Fig. 1: logic cells by family
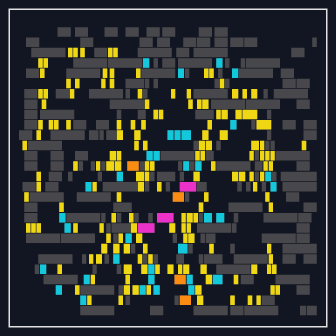
Fig. 2: clock routing
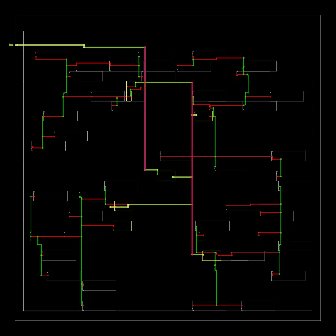
Fig. 3: where the registers sit
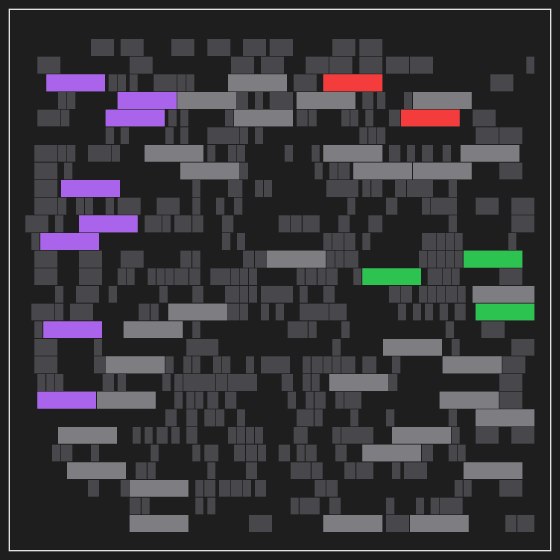
[src/rtl/stack_ctrl.sv]
// ---------------------------------------------------------------------------
// stack_ctrl
//   Sequencer for PUSH/POP commands onto a memory-resident stack whose
//   pointer lives in a register-file entry (SP_REG). A PUSH stores the value
//   at the current SP and then decrements SP. A POP first increments SP and
//   then reads the value at the new SP into the destination register.
//
//   Optional feature macro: STACK_BOUNDS_CHECK_EN
//     defined   : PUSH at SP==8'h00 or POP at SP==8'hFF goes to a one-cycle
//                 ERR state (done=1, err=1, no memory/register-file access).
//     undefined : no ERR state, err tied low, SP arithmetic wraps mod 256.
//
//   All outputs except err (when the check is disabled) are registered and
//   depend only on the current state, so done/err are Moore pulses.
//
//   state    | meaning
//   ---------+-----------------------------------------------------------
//   IDLE     | cmd_ready=1, waiting for a command
//   PUSH_MEM | memory write of cmd_data at SP, held until mem_ack
//   PUSH_SP  | register-file write SP_REG <= SP-1, done pulse
//   POP_SP   | register-file write SP_REG <= SP+1
//   POP_MEM  | memory read at SP+1, held until mem_ack, data captured
//   POP_WB   | register-file write cmd_reg <= captured data, done pulse
//   ERR      | bounds violation, done and err pulse (macro builds only)
// ---------------------------------------------------------------------------
module stack_ctrl #(
    parameter logic [1:0] SP_REG = 2'd3
) (
    input  logic       clk,
    input  logic       rst_n,
    input  logic       cmd_valid,
    output logic       cmd_ready,
    input  logic       cmd_op,
    input  logic [7:0] cmd_data,
    input  logic [1:0] cmd_reg,
    input  logic [7:0] sp_in,
    output logic       rf_wr_en,
    output logic [1:0] rf_wr_addr,
    output logic [7:0] rf_wr_data,
    output logic       mem_req,
    output logic       mem_we,
    output logic [7:0] mem_addr,
    output logic [7:0] mem_wdata,
    input  logic [7:0] mem_rdata,
    input  logic       mem_ack,
    output logic       done,
    output logic       err
);

    typedef enum logic [2:0] {
        IDLE     = 3'd0,
        PUSH_MEM = 3'd1,
        PUSH_SP  = 3'd2,
        POP_SP   = 3'd3,
        POP_MEM  = 3'd4,
`ifdef STACK_BOUNDS_CHECK_EN
        POP_WB   = 3'd5,
        ERR      = 3'd6
`else
        POP_WB   = 3'd5
`endif
    } state_t;

    localparam logic OP_PUSH = 1'b0;

    state_t     state;
    // Latched command fields. The opcode itself is carried by the state
    // (PUSH_* vs POP_*), and the PUSH value is held in mem_wdata.
    logic [7:0] sp_q;
    logic [1:0] reg_q;

`ifndef STACK_BOUNDS_CHECK_EN
    // Without bounds checking no error can ever be raised.
    assign err = 1'b0;
`endif

    // Sequencer: next state and all registered outputs in one place.
    always_ff @(posedge clk or negedge rst_n) begin
        if (!rst_n) begin
            state      <= IDLE;
            cmd_ready  <= 1'b1;
            sp_q       <= 8'h00;
            reg_q      <= 2'd0;
            rf_wr_en   <= 1'b0;
            rf_wr_addr <= 2'd0;
            rf_wr_data <= 8'h00;
            mem_req    <= 1'b0;
            mem_we     <= 1'b0;
            mem_addr   <= 8'h00;
            mem_wdata  <= 8'h00;
            done       <= 1'b0;
`ifdef STACK_BOUNDS_CHECK_EN
            err        <= 1'b0;
`endif
        end else begin
            // Strobes default low; each state re-asserts what it owns.
            cmd_ready <= 1'b0;
            rf_wr_en  <= 1'b0;
            mem_req   <= 1'b0;
            mem_we    <= 1'b0;
            done      <= 1'b0;
`ifdef STACK_BOUNDS_CHECK_EN
            err       <= 1'b0;
`endif
            case (state)
                IDLE: begin
                    cmd_ready <= 1'b1;
                    if (cmd_valid && cmd_ready) begin
                        cmd_ready <= 1'b0;
                        sp_q      <= sp_in;
                        reg_q     <= cmd_reg;
                        mem_wdata <= cmd_data;
`ifdef STACK_BOUNDS_CHECK_EN
                        if (((cmd_op == OP_PUSH) && (sp_in == 8'h00)) ||
                            ((cmd_op != OP_PUSH) && (sp_in == 8'hFF))) begin
                            state <= ERR;
                            done  <= 1'b1;
                            err   <= 1'b1;
                        end else
`endif
                        if (cmd_op == OP_PUSH) begin
                            state    <= PUSH_MEM;
                            mem_req  <= 1'b1;
                            mem_we   <= 1'b1;
                            mem_addr <= sp_in;
                        end else begin
                            state      <= POP_SP;
                            rf_wr_en   <= 1'b1;
                            rf_wr_addr <= SP_REG;
                            rf_wr_data <= sp_in + 8'd1;
                        end
                    end
                end

                PUSH_MEM: begin
                    if (mem_ack) begin
                        state      <= PUSH_SP;
                        rf_wr_en   <= 1'b1;
                        rf_wr_addr <= SP_REG;
                        rf_wr_data <= sp_q - 8'd1;
                        done       <= 1'b1;
                    end else begin
                        // Address and data registers simply hold.
                        mem_req <= 1'b1;
                        mem_we  <= 1'b1;
                    end
                end

                PUSH_SP: begin
                    state     <= IDLE;
                    cmd_ready <= 1'b1;
                end

                POP_SP: begin
                    state    <= POP_MEM;
                    mem_req  <= 1'b1;
                    mem_addr <= sp_q + 8'd1;
                end

                POP_MEM: begin
                    if (mem_ack) begin
                        // Read data is captured straight into the write port.
                        state      <= POP_WB;
                        rf_wr_en   <= 1'b1;
                        rf_wr_addr <= reg_q;
                        rf_wr_data <= mem_rdata;
                        done       <= 1'b1;
                    end else begin
                        mem_req <= 1'b1;
                    end
                end

                POP_WB: begin
                    state     <= IDLE;
                    cmd_ready <= 1'b1;
                end

`ifdef STACK_BOUNDS_CHECK_EN
                ERR: begin
                    state     <= IDLE;
                    cmd_ready <= 1'b1;
                end
`endif

                default: begin
                    state     <= IDLE;
                    cmd_ready <= 1'b1;
                end
            endcase
        end
    end

endmodule

[config.mk]
export PLATFORM = sky130hd
export DESIGN_NAME = stack_ctrl
export DESIGN_NICKNAME = d
export VERILOG_FILES = /design/src/rtl/stack_ctrl.sv
export SDC_FILE = /design/constraint.sdc
export NUM_CORES = 1
export LEC_CHECK = 0
export ABC_AREA = 1
export ABC_CLOCK_PERIOD_IN_PS = 2200
export CELL_PAD_IN_SITES_DETAIL_PLACEMENT = 0
export CELL_PAD_IN_SITES_GLOBAL_PLACEMENT = 1
export CORE_MARGIN = 2
export CORE_UTILIZATION = 37
export CTS_CLUSTER_DIAMETER = 150
export DETAILED_ROUTE_END_ITERATION = 8
export PLACE_DENSITY_LB_ADDON = 0.05
export SLEW_MARGIN = 10
export SYNTH_ARGS = -nofsm -noshare
export SYNTH_HDL_FRONTEND = slang
export SYNTH_SLANG_ARGS = --single-unit
[constraint.sdc]
create_clock -name clk -period 2.2 [get_ports clk]
set_clock_uncertainty 0.1 [all_clocks]
set_input_delay 0.33 -clock clk [delete_from_list [all_inputs] [get_ports clk]]
set_output_delay 0.33 -clock clk [all_outputs]
set_load 0.02 [all_outputs]
==> impl_metrics.env <==
# yosys + openroad results
export IMPL_status="complete, but fails checks"
export IMPL_violations="negative hold slack"
export IMPL_finalCriticalPeriod_ns=1.86
export IMPL_synth_area_sq_um=2330
export IMPL_die_width_microns=83.3
export IMPL_busiest_layer="met2"
export IMPL_seq_area_share_pct=35.6
export IMPL_worstSetupStartpoint="cmd_ready$_DFF_PN1_"
export IMPL_logic_area_sq_um=1040
export IMPL_topRoutingLayerUsed="met4"
export IMPL_slowest_delay_ns=0.59
export IMPL_wl_per_cell_microns=13.6
export IMPL_finalSetupTns_ns=0
export IMPL_final_common_cell="nand2_1"
export IMPL_flop_cell="dfrtp_1"
export IMPL_fp_util_pct=38.8
export IMPL_drt_pass1_iter_count=4
export IMPL_grt_max_degree=45
export IMPL_grt_first_pass_wirelength_microns=10700
export IMPL_cts_buffers=5
export IMPL_fin_nets=415
export IMPL_placed_cell_area_sq_um=3010
export IMPL_met3RoutedLength_microns=322
export IMPL_clockRootBuffer="clkbuf_8"
export IMPL_ys_cells=317
export IMPL_core_area_sq_um=5990
export IMPL_ys_area_sq_um=2330
export IMPL_p_per_area_nw_per_um2=1400
export IMPL_ant_nets=0
export IMPL_crit_cells=1
export IMPL_dp_hpwl_microns=4700
export IMPL_r2r_setup_slack_ns=0.56
export IMPL_buf_share_pct=20.7
export IMPL_finalNonFillerCells=457
export IMPL_crit_buf_inv=1
export IMPL_max_freq_mhz=539
export IMPL_vias=2177
export IMPL_combPwrFrac_pct=53.4
export IMPL_viasPerCell=4.76
export IMPL_arrival_ns=1.43
export IMPL_antenna_found_initial=0
export IMPL_async_flop_share_pct=100
export IMPL_drc=0
export IMPL_cts_repair_resized=0
export IMPL_seq_power_share_pct=34.4
export IMPL_pg_clk_uw=530
export IMPL_critical_path_required_ns=1.77
export IMPL_routed_wl_microns=6230
export IMPL_seq_area_sq_um=1100
export IMPL_hold_viol_final=10
export IMPL_ys_warn_count=0
export IMPL_dp_cells=449
export IMPL_hold_worst_slack_ns=-0.00857
export IMPL_cts_tree="done"
export IMPL_slew_violations=0
export IMPL_postSynthSeqShare_pct=47.4
export IMPL_swShare_pct=44.3
export IMPL_fin_area_sq_um=3100
export IMPL_syn_area_per_cell_sq_um=7.34
export IMPL_power_combinational_mw=2.32
export IMPL_path_max_fanout=2
export IMPL_drive_gt1_share_pct=5.50
export IMPL_clockBufferDepth=2
export IMPL_taps=75
export IMPL_largest_class="registers"
export IMPL_postCtsSetupRepairBufs=0
export IMPL_max_slew_margin_pct=61.9
export IMPL_overflow=0
export IMPL_p_switching_mw=1.93
About Fig. 1:
colour	family	cells	most used
yellow	nand cells	155	nand2_1
orange	xor and xnor cells	4	xor2_1
magenta	fa/ha/maj cells	3	ha_1
cyan	aoi and oai cells	34	o21ai_0

About Fig. 2:
# clk buffers: 8
Insertion Delay late pin: 0.30 ns

About Fig. 3:
colour	netlist name	placed flops
purple	mem_wdata	8
green	state	3
red	rf_wr_addr	2
not coloured	31

[sequential cells by signal, indices dropped and copies added, names as in the netlist]
register / cells
rf_wr_en: 1
cmd_ready: 1
mem_we: 1
reg_q: 2
mem_addr: 8
state: 3
sp_q: 8
rf_wr_addr: 2
mem_wdata: 8
done: 1
rf_wr_data: 8
mem_req: 1
[cells by family after synthesis]
| logic type | Yosys count | share of synthesized area, % |
|---|---|---|
| xor gates and xnor gates | 4 | 1.51 |
| buffers and inverters | 43 | 7.80 |
| adders and majority gates | 3 | 1.61 |
| other | 1 | 0.161 |
| AOI/OAI and AO/OA | 34 | 7.74 |
| DFF | 44 | 47.4 |
| and+or+nand+nor | 188 | 33.8 |
[worst register-to-register path: cells and delay by family, from the launching register on]
family,cells,cell delay [ns]
buf+inv,1,0.07
flops,1,0.54
simple gates,6,0.83
